PDN straps and rails:
Scale bar: 100 um. Pins as bars on the die edge. Tap cells in gray.
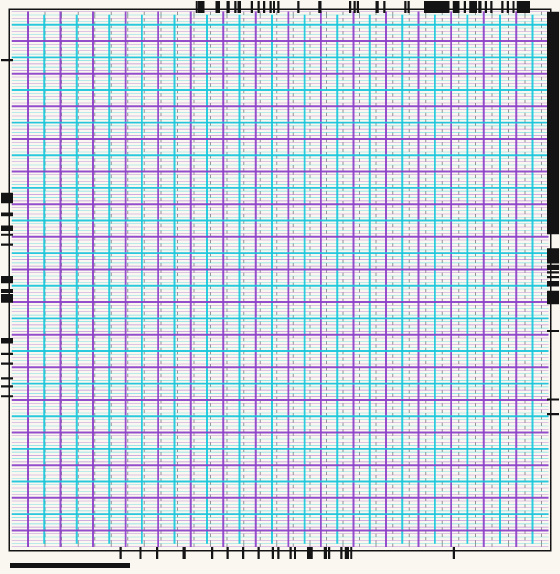
Cell placement:
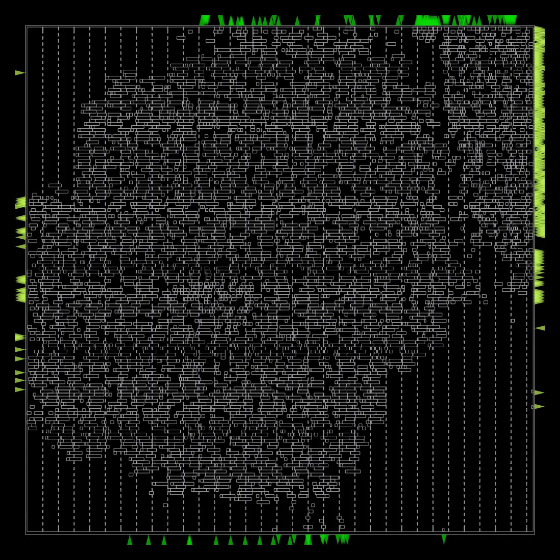
I/O nets highlighted:
Scale bar: 100 um.
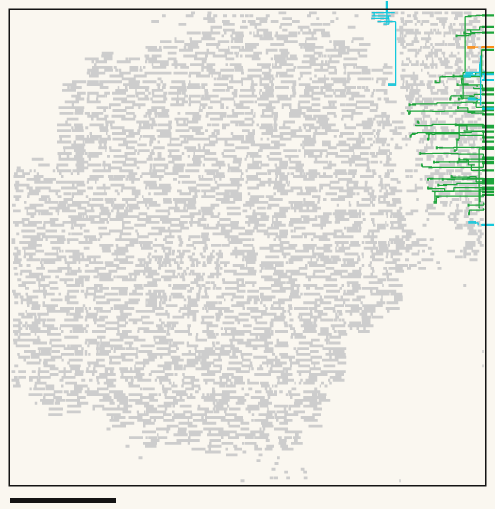
Register map, names as in the netlist:
Scale bar: 100 um. Other sequential cells in the stronger gray, the rest of the logic in the fainter gray.
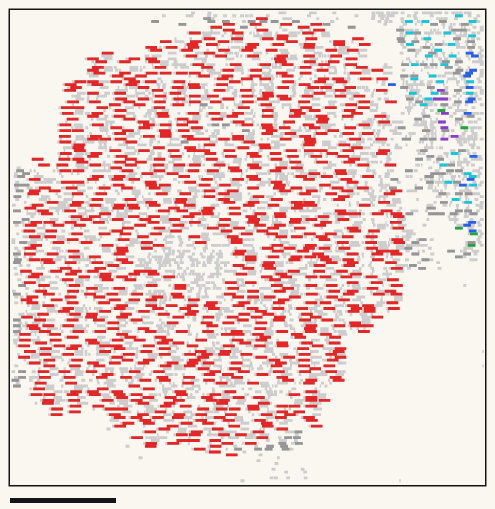
--- src/rtl/decode_pkg.sv ---
// decode_pkg: opcode constants, ALU operation encodings, control-word layout
// and the NOP instruction shared by the decode stage and its register file.
package decode_pkg;

  localparam logic [5:0] OP_RTYPE = 6'b000000;
  localparam logic [5:0] OP_LW    = 6'b100011;
  localparam logic [5:0] OP_SW    = 6'b101011;
  localparam logic [5:0] OP_BEQ   = 6'b000100;
  localparam logic [5:0] OP_ADDI  = 6'b001000;
  localparam logic [5:0] OP_J     = 6'b000010;

  localparam logic [2:0] ALU_ADD   = 3'b000;
  localparam logic [2:0] ALU_SUB   = 3'b001;
  localparam logic [2:0] ALU_FUNCT = 3'b010;

  localparam int CTRL_W = 10;

  // Bit positions inside the 10-bit control word
  localparam int CTRL_REG_WRITE  = 9;
  localparam int CTRL_MEM_READ   = 8;
  localparam int CTRL_MEM_WRITE  = 7;
  localparam int CTRL_MEM_TO_REG = 6;
  localparam int CTRL_ALU_SRC    = 5;
  localparam int CTRL_REG_DST    = 4;
  localparam int CTRL_BRANCH     = 3;
  localparam int CTRL_ALU_MSB    = 2;
  localparam int CTRL_ALU_LSB    = 0;

  localparam logic [31:0] NOP_INSTR = 32'h0000_0000;

  // Packed so that field order matches the bit positions above
  typedef struct packed {
    logic       reg_write;
    logic       mem_read;
    logic       mem_write;
    logic       mem_to_reg;
    logic       alu_src;
    logic       reg_dst;
    logic       branch;
    logic [2:0] alu_op;
  } ctrl_t;

endpackage

--- src/rtl/decode_stage_reg_file.sv ---
// reg_file: NREGS x W register file, two combinational read ports, one write
// port, r0 hardwired to zero, all entries cleared by rst.
// Optional macro DECODE_BYPASS_EN: a write in the same cycle as a read of the
// same register is forwarded to the read port (write-through).
module reg_file
  import decode_pkg::*;
#(
  parameter int NREGS = 32,
  parameter int W     = 32,
  parameter int AW    = $clog2(NREGS)
) (
  input  logic          clk,
  input  logic          rst,
  input  logic [AW-1:0] ra1_i,
  input  logic [AW-1:0] ra2_i,
  output logic [W-1:0]  rd1_o,
  output logic [W-1:0]  rd2_o,
  input  logic          we_i,
  input  logic [AW-1:0] wa_i,
  input  logic [W-1:0]  wd_i
);

  logic [W-1:0] mem_q [NREGS];

  // Storage: cleared on reset, r0 never written
  always_ff @(posedge clk) begin
    if (rst) begin
      for (int i = 0; i < NREGS; i++) mem_q[i] <= '0;
    end else if (we_i && (wa_i != '0)) begin
      mem_q[wa_i] <= wd_i;
    end
  end

  // Read ports: r0 reads as zero, optional same-cycle forwarding of the write
  always_comb begin
    rd1_o = '0;
    rd2_o = '0;
    if (ra1_i != '0) rd1_o = mem_q[ra1_i];
    if (ra2_i != '0) rd2_o = mem_q[ra2_i];
`ifdef DECODE_BYPASS_EN
    if (we_i && (wa_i != '0) && (wa_i == ra1_i)) rd1_o = wd_i;
    if (we_i && (wa_i != '0) && (wa_i == ra2_i)) rd2_o = wd_i;
`else
    // Without forwarding a same-cycle write shows up on the next read.
`endif
  end

endmodule

--- src/rtl/decode_stage.sv ---
// decode_stage: IF/ID register, register-file read, control decode, load-use
// hazard detection, jump resolution and the ID/EX pipeline register.
// Optional macro DECODE_BYPASS_EN enables register-file write-through.
module decode_stage
  import decode_pkg::*;
#(
  parameter int NREGS = 32,
  parameter int W     = 32
) (
  input  logic              clk,
  input  logic              rst,
  input  logic [31:0]       instr_in,
  input  logic [31:0]       pc4_in,
  input  logic              flush,
  input  logic              ex_mem_read,
  input  logic [4:0]        ex_rt,
  input  logic              wb_we,
  input  logic [4:0]        wb_addr,
  input  logic [W-1:0]      wb_data,
  output logic              stall,
  output logic              pc_sel,
  output logic [31:0]       jump_address,
  output logic              idex_valid,
  output logic [W-1:0]      idex_rs_data,
  output logic [W-1:0]      idex_rt_data,
  output logic [W-1:0]      idex_imm,
  output logic [4:0]        idex_rs,
  output logic [4:0]        idex_rt,
  output logic [4:0]        idex_rd,
  output logic [31:0]       idex_pc4,
  output logic [CTRL_W-1:0] idex_ctrl,
  output logic              illegal
);

  logic [31:0] ifid_instr_q, ifid_instr_d;
  logic [31:0] ifid_pc4_q, ifid_pc4_d;
  logic        ifid_valid_q, ifid_valid_d;

  logic          idex_valid_q, idex_valid_d;
  logic [W-1:0]  idex_rs_data_q, idex_rs_data_d;
  logic [W-1:0]  idex_rt_data_q, idex_rt_data_d;
  logic [W-1:0]  idex_imm_q, idex_imm_d;
  logic [4:0]    idex_rs_q, idex_rs_d;
  logic [4:0]    idex_rt_q, idex_rt_d;
  logic [4:0]    idex_rd_q, idex_rd_d;
  logic [31:0]   idex_pc4_q, idex_pc4_d;
  ctrl_t         idex_ctrl_q, idex_ctrl_d;
  logic          illegal_q, illegal_d;

  logic [5:0]   opcode;
  logic [4:0]   rs, rt, rd;
  logic [15:0]  imm16;
  ctrl_t        dec_ctrl;
  logic         dec_illegal;
  logic         uses_rt;
  logic         is_jump;
  logic [W-1:0] rs_data, rt_data;

  assign opcode = ifid_instr_q[31:26];
  assign rs     = ifid_instr_q[25:21];
  assign rt     = ifid_instr_q[20:16];
  assign rd     = ifid_instr_q[15:11];
  assign imm16  = ifid_instr_q[15:0];

  reg_file #(.NREGS(NREGS), .W(W)) u_reg_file (
    .clk   (clk),
    .rst   (rst),
    .ra1_i (rs),
    .ra2_i (rt),
    .rd1_o (rs_data),
    .rd2_o (rt_data),
    .we_i  (wb_we),
    .wa_i  (wb_addr),
    .wd_i  (wb_data)
  );

  // Control decode; J decodes to an all-zero control word but is legal
  always_comb begin
    dec_ctrl    = '0;
    dec_illegal = 1'b0;
    uses_rt     = 1'b0;
    unique case (opcode)
      OP_RTYPE: begin
        dec_ctrl.reg_write = 1'b1;
        dec_ctrl.reg_dst   = 1'b1;
        dec_ctrl.alu_op    = ALU_FUNCT;
        uses_rt            = 1'b1;
      end
      OP_LW: begin
        dec_ctrl.reg_write  = 1'b1;
        dec_ctrl.mem_read   = 1'b1;
        dec_ctrl.mem_to_reg = 1'b1;
        dec_ctrl.alu_src    = 1'b1;
        dec_ctrl.alu_op     = ALU_ADD;
      end
      OP_SW: begin
        dec_ctrl.mem_write = 1'b1;
        dec_ctrl.alu_src   = 1'b1;
        dec_ctrl.alu_op    = ALU_ADD;
        uses_rt            = 1'b1;
      end
      OP_BEQ: begin
        dec_ctrl.branch = 1'b1;
        dec_ctrl.alu_op = ALU_SUB;
        uses_rt         = 1'b1;
      end
      OP_ADDI: begin
        dec_ctrl.reg_write = 1'b1;
        dec_ctrl.alu_src   = 1'b1;
        dec_ctrl.alu_op    = ALU_ADD;
      end
      OP_J:    dec_ctrl = '0;
      default: dec_illegal = 1'b1;
    endcase
  end

  // Hazard and jump outputs are purely combinational from IF/ID and EX
  assign is_jump      = ifid_valid_q && (opcode == OP_J);
  assign pc_sel       = !is_jump;
  assign jump_address = {ifid_pc4_q[31:28], ifid_instr_q[25:0], 2'b00};
  assign stall        = !flush && ifid_valid_q && ex_mem_read && (ex_rt != 5'd0) &&
                        ((ex_rt == rs) || ((ex_rt == rt) && uses_rt));

  // IF/ID next state: flush and jump squash, stall holds, otherwise load
  always_comb begin
    ifid_instr_d = ifid_instr_q;
    ifid_pc4_d   = ifid_pc4_q;
    ifid_valid_d = ifid_valid_q;
    if (flush || is_jump) begin
      ifid_instr_d = NOP_INSTR;
      ifid_pc4_d   = '0;
      ifid_valid_d = 1'b0;
    end else if (!stall) begin
      ifid_instr_d = instr_in;
      ifid_pc4_d   = pc4_in;
      ifid_valid_d = 1'b1;
    end
  end

  // ID/EX next state: bubble unless a valid, unstalled, unflushed instruction
  always_comb begin
    idex_valid_d   = 1'b0;
    idex_rs_data_d = '0;
    idex_rt_data_d = '0;
    idex_imm_d     = '0;
    idex_rs_d      = '0;
    idex_rt_d      = '0;
    idex_rd_d      = '0;
    idex_pc4_d     = '0;
    idex_ctrl_d    = '0;
    illegal_d      = 1'b0;
    if (!flush && !stall && ifid_valid_q) begin
      idex_valid_d   = 1'b1;
      idex_rs_data_d = rs_data;
      idex_rt_data_d = rt_data;
      idex_imm_d     = {{(W-16){imm16[15]}}, imm16};
      idex_rs_d      = rs;
      idex_rt_d      = rt;
      idex_rd_d      = rd;
      idex_pc4_d     = ifid_pc4_q;
      idex_ctrl_d    = dec_ctrl;
      illegal_d      = dec_illegal;
    end
  end

  // IF/ID register
  always_ff @(posedge clk) begin
    if (rst) begin
      ifid_instr_q <= NOP_INSTR;
      ifid_pc4_q   <= '0;
      ifid_valid_q <= 1'b0;
    end else begin
      ifid_instr_q <= ifid_instr_d;
      ifid_pc4_q   <= ifid_pc4_d;
      ifid_valid_q <= ifid_valid_d;
    end
  end

  // ID/EX register
  always_ff @(posedge clk) begin
    if (rst) begin
      idex_valid_q   <= 1'b0;
      idex_rs_data_q <= '0;
      idex_rt_data_q <= '0;
      idex_imm_q     <= '0;
      idex_rs_q      <= '0;
      idex_rt_q      <= '0;
      idex_rd_q      <= '0;
      idex_pc4_q     <= '0;
      idex_ctrl_q    <= '0;
      illegal_q      <= 1'b0;
    end else begin
      idex_valid_q   <= idex_valid_d;
      idex_rs_data_q <= idex_rs_data_d;
      idex_rt_data_q <= idex_rt_data_d;
      idex_imm_q     <= idex_imm_d;
      idex_rs_q      <= idex_rs_d;
      idex_rt_q      <= idex_rt_d;
      idex_rd_q      <= idex_rd_d;
      idex_pc4_q     <= idex_pc4_d;
      idex_ctrl_q    <= idex_ctrl_d;
      illegal_q      <= illegal_d;
    end
  end

  assign idex_valid   = idex_valid_q;
  assign idex_rs_data = idex_rs_data_q;
  assign idex_rt_data = idex_rt_data_q;
  assign idex_imm     = idex_imm_q;
  assign idex_rs      = idex_rs_q;
  assign idex_rt      = idex_rt_q;
  assign idex_rd      = idex_rd_q;
  assign idex_pc4     = idex_pc4_q;
  assign idex_ctrl    = idex_ctrl_q;
  assign illegal      = illegal_q;

endmodule

--- config.mk ---
export PLATFORM = sky130hd
export DESIGN_NAME = decode_stage
export DESIGN_NICKNAME = d
export VERILOG_FILES = /design/src/rtl/decode_pkg.sv /design/src/rtl/decode_stage_reg_file.sv /design/src/rtl/decode_stage.sv
export SDC_FILE = /design/constraint.sdc
export NUM_CORES = 2
export LEC_CHECK = 0
export ABC_CLOCK_PERIOD_IN_PS = 5300
export CAP_MARGIN = 0
export CELL_PAD_IN_SITES_DETAIL_PLACEMENT = 0
export CELL_PAD_IN_SITES_GLOBAL_PLACEMENT = 1
export CORE_UTILIZATION = 30
export DETAILED_ROUTE_END_ITERATION = 12
export PLACE_DENSITY_LB_ADDON = 0.25
export SYNTH_ARGS = -nofsm -noshare
export SYNTH_HDL_FRONTEND = slang
export SYNTH_SLANG_ARGS = --single-unit
--- constraint.sdc ---
create_clock -name clk -period 5.3 [get_ports clk]
set_input_delay 1.325 -clock clk [delete_from_list [all_inputs] [get_ports clk]]
set_output_delay 1.325 -clock clk [all_outputs]
set_load 0.05 [all_outputs]
==> results.ini <==
[final_timing]
tightest_slew_ps = 1294
fin_ws_ps = 1030
rsz0062_at_grt = no
finClkSkew_ps = 50.12
finalSetupViolations = 0
slew_viol_final = 0
tns_ps = 0
finalHoldViolations = 0
relSlewSlack = 0.1350

[worst_setup_path]
cp_top_family = simple AND/OR/NAND/NOR gates
cp-end-kind = output port
path_buffers = 2
cp-startpoint = ex_rt[1]
r2r_start = ifid_instr_q[21]$_SDFFE_PP0N_
worstPathRequired_ps = 3970
rrSetupSlack_ps = 1990
r2r.worst_path.cells = 5
r2r-end = idex_rs_data[2]$_SDFF_PP0_
slowest_stage = clkdlybuf4s50_1
critPathKind = in -> out
critPathCapture = stall

[finish]
largest_reg_flops = 1024
regMostFlops = u_reg_file.mem_q
area_share_clock_buf_inv = 0.06717
dominant_cells = flip-flops and latches
postLayoutCellArea_um2 = 70860
flop_area_um2 = 34710
buf_share = 0.06382
num-multi-input-gates = 2488
sh_comb_area = 0.3313
diodes = 22
nNonClkBuffers = 446
seq_cells = 1221
drive_gt1_frac = 0.2102
num-nonclk-inverters = 3

[synthesis]
yosys-stat-cells = 4171
top_area_cell = edfxtp_1
ys_chip_area_um2 = 60270
common_cells = 1054 x and2_1, 1024 x edfxtp_1, 448 x mux4_2
ys_async_sr_fraction = 0
synthCells = 4171
synth_area_per_cell_um2 = 14.45
simple_gate_area_frac = 0.1387
ys_seq_frac = 0.5757
synthAdderAreaFrac = 0.0001661
synth.top_cell.area_share = 0.5102
area_leaders = edfxtp_1 51%, mux4_2 17%, and2_1 11%, dfxtp_1 6.5%, mux2i_1 2.1%
synthFlopType = edfxtp_1
ys.flops = 1221
synth.most_common_cell = and2_1

[min_path]
hold_path.class = reg -> reg
whs_path_depth = 1

[cts]
cts_root_buf = clkbuf_16
cts_hold_buf = 0
numCtsBuffers = 147
cts_setup_buffers = 0
cts_resized = 0
clk_latency_ps = 800

[power]
pg_comb_mw = 2.17
seq_power_share = 0.475
powerDensity_nw_per_um2 = 330.4
p_comb_frac = 0.093
peakVddDrop_mv = 0.3417
pg_clk_mw = 10.1
swShare = 0.2501
intPower_mw = 17.55

[route]
dr_wl_met3_um = 13830
drt_iter0_drc = 4073
route.detailed.drc = 0
first_pass_iters = 5

[global_route]
grt_use_met2 = 0.3721
grt_busiest_layer = met2
grt_pass1_wl_um = 313600
grt_use_total = 0.2218
met1_usage = 0.2918
grtUsageMet3 = 0.03334

[floorplan]
rows = 164
dieArea_um2 = 202700
initial_core_util = 0.3018

[place]
placed_cells = 6814

[status]
outcome = finished clean

[run]
timing.max_cap.violations = 0

-- 'PDN straps and rails' (at the start) --
| net | color |
|---|---|
| VDD | cyan |
| VSS | purple |
rows: 164
met5 straps: 32
tap cells: 2656
met4 straps: 32
signal pins: 300
Chip Width: 450.2 um
area of the core: 199700 um2

-- 'cell placement' (at the start) --
flop share of the area: 0.4899
fill cell count: 18930

-- 'I/O nets highlighted' (at the start) --
| port | color | bits | direction | edge | end cells | buffers | wire |
|---|---|---|---|---|---|---|---|
| idex_valid | orange | 1 | output | right | 1 | 1 | 7.60 um |
| instr_in | green | 32 | input | right | 32 | 32 | 1710 um |
| idex_rd | cyan | 5 | output | 4 right, 1 top | 5 | 5 | 273 um |
Port Buffers: 296
I/O pin total: 300

-- 'register map, names as in the netlist' (at the start) --
| signal | color | placed flops |
|---|---|---|
| idex_pc4 | cyan | 32 |
| idex_imm | blue | 16 |
| idex_rs | green | 5 |
| u_reg_file.mem_q | red | 1024 |
| idex_ctrl | purple | 8 |
not colored: 136

